**src/rtl/dep_eval_sched_pkg.sv**
```systemverilog
// dep_eval_sched shared types: buffer state, evaluator function, stat width.
// Stats ports are enabled in the top by DEP_EVAL_SCHED_STATS_EN.
package dep_eval_sched_pkg;

  localparam int STAT_W = 16;

  typedef enum logic {
    ST_EMPTY = 1'b0,
    ST_FULL  = 1'b1
  } state_t;

  function automatic logic dep_eval(
    input logic a,
    input logic b,
    input logic c
  );
    return a & (b | c);
  endfunction

endpackage

```
**src/rtl/dep_rr_arbiter.sv**
```systemverilog
// Combinational round-robin picker: first set request at or after i_ptr.
// The pointer register itself lives in the top level.
module dep_rr_arbiter
  import dep_eval_sched_pkg::*;
#(
  parameter int N_REQ = 4,
  parameter int ID_W  = $clog2(N_REQ)
) (
  input  logic [N_REQ-1:0] i_req,
  input  logic [ID_W-1:0]  i_ptr,
  input  logic             i_en,
  output logic [N_REQ-1:0] o_grant,
  output logic [ID_W-1:0]  o_gidx
);

  localparam logic [ID_W:0] NR = (ID_W+1)'(N_REQ);

  logic            w_found;
  logic [ID_W:0]   w_sum;
  logic [ID_W-1:0] w_cand;

  always_comb begin
    w_found = 1'b0;
    o_gidx  = '0;
    o_grant = '0;
    w_sum   = '0;
    w_cand  = '0;
    for (int k = 0; k < N_REQ; k++) begin
      w_sum = {1'b0, i_ptr} + (ID_W+1)'(k);
      if (w_sum >= NR) w_sum = w_sum - NR;
      w_cand = w_sum[ID_W-1:0];
      if (!w_found && i_req[w_cand]) begin
        w_found = 1'b1;
        o_gidx  = w_cand;
      end
    end
    if (i_en && w_found) o_grant[o_gidx] = 1'b1;
  end

endmodule

```
**src/rtl/dep_eval_sched.sv**
```systemverilog
// Round-robin shared a&(b|c) evaluator with a one-entry result buffer.
// Optional DEP_EVAL_SCHED_STATS_EN adds saturating stat_done/stat_true.
module dep_eval_sched
  import dep_eval_sched_pkg::*;
#(
  parameter int N_REQ = 4,
  parameter int ID_W  = $clog2(N_REQ)
) (
  input  logic               clk,
  input  logic               rst_n,
  input  logic [N_REQ-1:0]   req_valid,
  input  logic [3*N_REQ-1:0] req_abc,
  output logic [N_REQ-1:0]   req_ready,
  output logic               rsp_valid,
  input  logic               rsp_ready,
  output logic [ID_W-1:0]    rsp_id,
  output logic               rsp_result
`ifdef DEP_EVAL_SCHED_STATS_EN
  ,
  output logic [STAT_W-1:0]  stat_done,
  output logic [STAT_W-1:0]  stat_true
`endif
);

  state_t          r_state;
  state_t          w_state_nxt;
  logic [ID_W-1:0] r_ptr;
  logic [ID_W-1:0] r_id;
  logic            r_res;
  logic            w_accept;
  logic            w_hs;
  logic [N_REQ-1:0] w_grant;
  logic [ID_W-1:0] w_gidx;
  logic [ID_W-1:0] w_ptr_nxt;
  logic [2:0]      w_abc;

  // Gating with rst_n keeps req_ready low for the whole reset.
  assign w_accept = rst_n & ((r_state == ST_EMPTY) | rsp_ready);

  dep_rr_arbiter #(
    .N_REQ (N_REQ),
    .ID_W  (ID_W)
  ) u_arb (
    .i_req   (req_valid),
    .i_ptr   (r_ptr),
    .i_en    (w_accept),
    .o_grant (w_grant),
    .o_gidx  (w_gidx)
  );

  assign req_ready  = w_grant;
  assign w_hs       = |w_grant;
  assign rsp_valid  = (r_state == ST_FULL);
  assign rsp_id     = r_id;
  assign rsp_result = r_res;

  always_comb begin
    w_abc = '0;
    for (int i = 0; i < N_REQ; i++) begin
      if (w_gidx == ID_W'(i)) w_abc = req_abc[3*i +: 3];
    end
  end

  always_comb begin
    if (w_gidx == ID_W'(N_REQ-1)) w_ptr_nxt = '0;
    else                          w_ptr_nxt = w_gidx + 1'b1;
  end

  always_comb begin
    w_state_nxt = r_state;
    unique case (r_state)
      ST_EMPTY: if (w_hs) w_state_nxt = ST_FULL;
      ST_FULL:  if (rsp_ready && !w_hs) w_state_nxt = ST_EMPTY;
      default:  w_state_nxt = ST_EMPTY;
    endcase
  end

  always_ff @(posedge clk or negedge rst_n) begin
    if (!rst_n) begin
      r_state <= ST_EMPTY;
    end else begin
      r_state <= w_state_nxt;
    end
  end

  always_ff @(posedge clk or negedge rst_n) begin
    if (!rst_n) begin
      r_ptr <= '0;
      r_id  <= '0;
      r_res <= 1'b0;
    end else if (w_hs) begin
      r_ptr <= w_ptr_nxt;
      r_id  <= w_gidx;
      r_res <= dep_eval(w_abc[2], w_abc[1], w_abc[0]);
    end
  end

`ifdef DEP_EVAL_SCHED_STATS_EN
  logic [STAT_W-1:0] r_done;
  logic [STAT_W-1:0] r_true;
  logic              w_drain;

  assign w_drain   = rsp_valid & rsp_ready;
  assign stat_done = r_done;
  assign stat_true = r_true;

  always_ff @(posedge clk or negedge rst_n) begin
    if (!rst_n) begin
      r_done <= '0;
      r_true <= '0;
    end else if (w_drain) begin
      if (r_done != '1)          r_done <= r_done + 1'b1;
      if (r_res && r_true != '1) r_true <= r_true + 1'b1;
    end
  end
`endif

endmodule
```
**config.mk**
```make
export PLATFORM = sky130hd
export DESIGN_NAME = dep_eval_sched
export DESIGN_NICKNAME = d
export VERILOG_FILES = /design/src/rtl/dep_eval_sched_pkg.sv /design/src/rtl/dep_rr_arbiter.sv /design/src/rtl/dep_eval_sched.sv
export SDC_FILE = /design/constraint.sdc
export NUM_CORES = 1
export LEC_CHECK = 0
export ABC_AREA = 0
export CORE_AREA = 2 2 39 41
export CTS_CLUSTER_DIAMETER = 80
export CTS_CLUSTER_SIZE = 25
export DETAILED_ROUTE_END_ITERATION = 10
export DIE_AREA = 0 0 41 43
export PLACE_DENSITY = 0.8
export SLEW_MARGIN = 20
export SYNTH_ARGS = -nofsm -noshare
export SYNTH_HDL_FRONTEND = slang
export SYNTH_SLANG_ARGS = --single-unit
```
**constraint.sdc**
```tcl
create_clock -name clk -period 4.1 [get_ports clk]
set_clock_uncertainty 0.1 [all_clocks]
set_input_delay 1.23 -clock clk [delete_from_list [all_inputs] [get_ports clk]]
set_output_delay 1.23 -clock clk [all_outputs]
set_load 0.01 [all_outputs]
```
Figure 1. A small window of the routed layout (run 1).
The bar under the picture is 5 µm long. Window x 10 to 30, y 20 to 40 µm. Cells in grey, sequential cells in the stronger grey; small squares are vias.
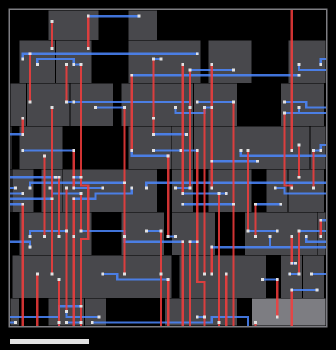
red -> metal 2
blue -> metal 1
most frequent = buf_4 (10), inv_1 (6)
cells with their middle in the window = 35
sequential cells in the window = 1
netlist names of flops here include = r_ptr (1)

Figure 2. Wire density map (run 1).
The die is cut into 8 by 9 equal tiles; white is low, dark blue is high, scaled to the fullest tile. Values are wire area over tile area, all layers added.
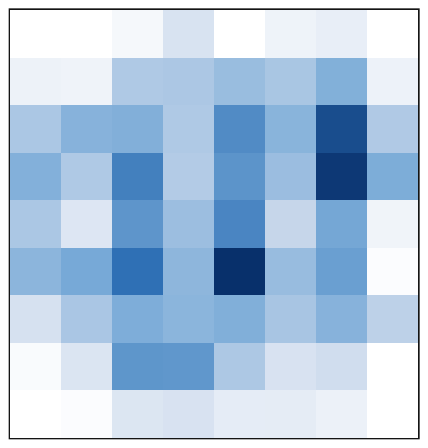
densest ninth of the die = middle
nearly empty tiles = 13%
tiles over half the peak = 19%
fullest tile = 0.38
mean over tiles = 0.13

==> run summary <==
yosys + openroad results -> RR Endpoint=r_ptr[1], vias in the first global route=560, worst slew pin tran=between 0.3 and 0.4 ns, Leading cell kind=combinational gates, Die Wd=~41 µm, ys cells=51, Slowest-stage cell, CP=dlygate4sd2_1, vias per cell=4.96, xor/xnor share=0, cell with the most instances after synthesis=inv_1, Worst R2R Start=r_ptr[1], fp util=0.382, Design Power=approximately 0.53 mW, Tapcell Cnt=16, count of non-CTS buffers in the layout=42, post-cts hold-fix buffer tally=0, Switching Share=0.363, CTS clk-pin slew, worst paths=0.04 ns, status=finished, final reports clean, Seq area share=0.153, Initial DRC Count=4, placed cell areas=907 µm², TritonRoute pass-1 iters=2, post-synthesis register bit count=6, crit path launch=req_valid[1], highest-count logic cell in the final layout=clkdlybuf4s50_1, mean area per synthesized cell=approximately 10 µm², registers=6, Placer Congestion=0.740, layout buffering overhead excluding clock cells=0.374, asr flop ratio synth=1.00, post-synthesis adder-cell area fraction=0.0946, r2r worst-path depth=10, Hold Fails Final Rpt=0, Top Layer Used=met3, Slew Viols, Final=0, Combinational Power Share=0.670, Comb/total area=0.399, Pwr Density=between 500 and 600 nW/µm², n_diodes=0, Final nets=121, worst min-delay path class=flip-flop to flip-flop, Final Util=0.709, sw power=0.191 mW, final worst slack=0.113 ns, worst relative slew slack=0.747, post-CTS setup buffer count=2, Post-synth EDFFs=0, Mapped Cells=between 50 and 60, Final Cycle Share=0.972, WL met2=765 µm, RSZ-0062 raised after global routing=no, Vias=approximately 560, Log Warnings=29, setup_tns=0 ns, grt total ovfl=0, CTS H-tree lvls=1, Synth Cell Area=529 µm², largest area contributor in the netlist=dfrtp_1, MI comb cells=37, cell chain of the critical path=clkdlybuf4s15_2, a21oi_2, nor3b_2, nor3_2, buf_4, inv_1, ha_1, and2_1, dlygate4sd2_1, Worst Path Max Fanout=4, Top-area cell share=0.284, Sequential Power Share=0.228, initial antenna violation count=0, root buffer cell=clkbuf_4, Chip Footprint=between 1500 and 2000 µm²
Figure 3. Gate-type map (run 1).
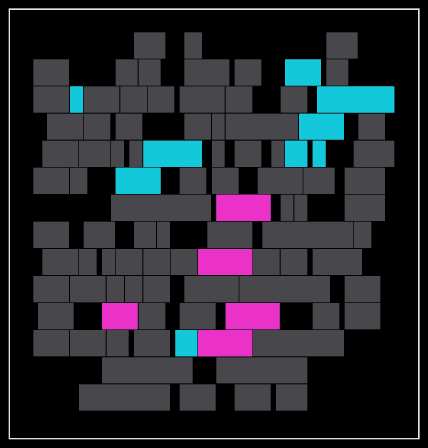
cyan -> NOR gates  # cells 9, most used nor2_1
magenta -> multiplexers  # cells 5, most used mux2_4

run 1: sequential cells by signal, indices dropped and copies added, names as in the netlist:
register and count:
r_ptr 2, rsp_id 2, rsp_result 1, rsp_valid 1
run 1: power groups by stage:
stage,clock network (mW),registers (mW),logic [mW]
2_1_floorplan,0,0.121,0.172
3_3_place_gp,0,0.115,0.323
3_5_place_dp,0,0.117,0.329
4_1_cts,0.0537,0.119,0.347
5_1_grt,0.0589,0.122,0.383
6_report,0.0537,0.121,0.353
run 1: critical path, delay by kind of cell:
kind            cells  cell delay [ns]
buf+inv             4             0.69
simple gates        3             0.42
fa+ha+maj           1             0.18
compound gates      1             0.12
Power and IR drop assume default switching activity.
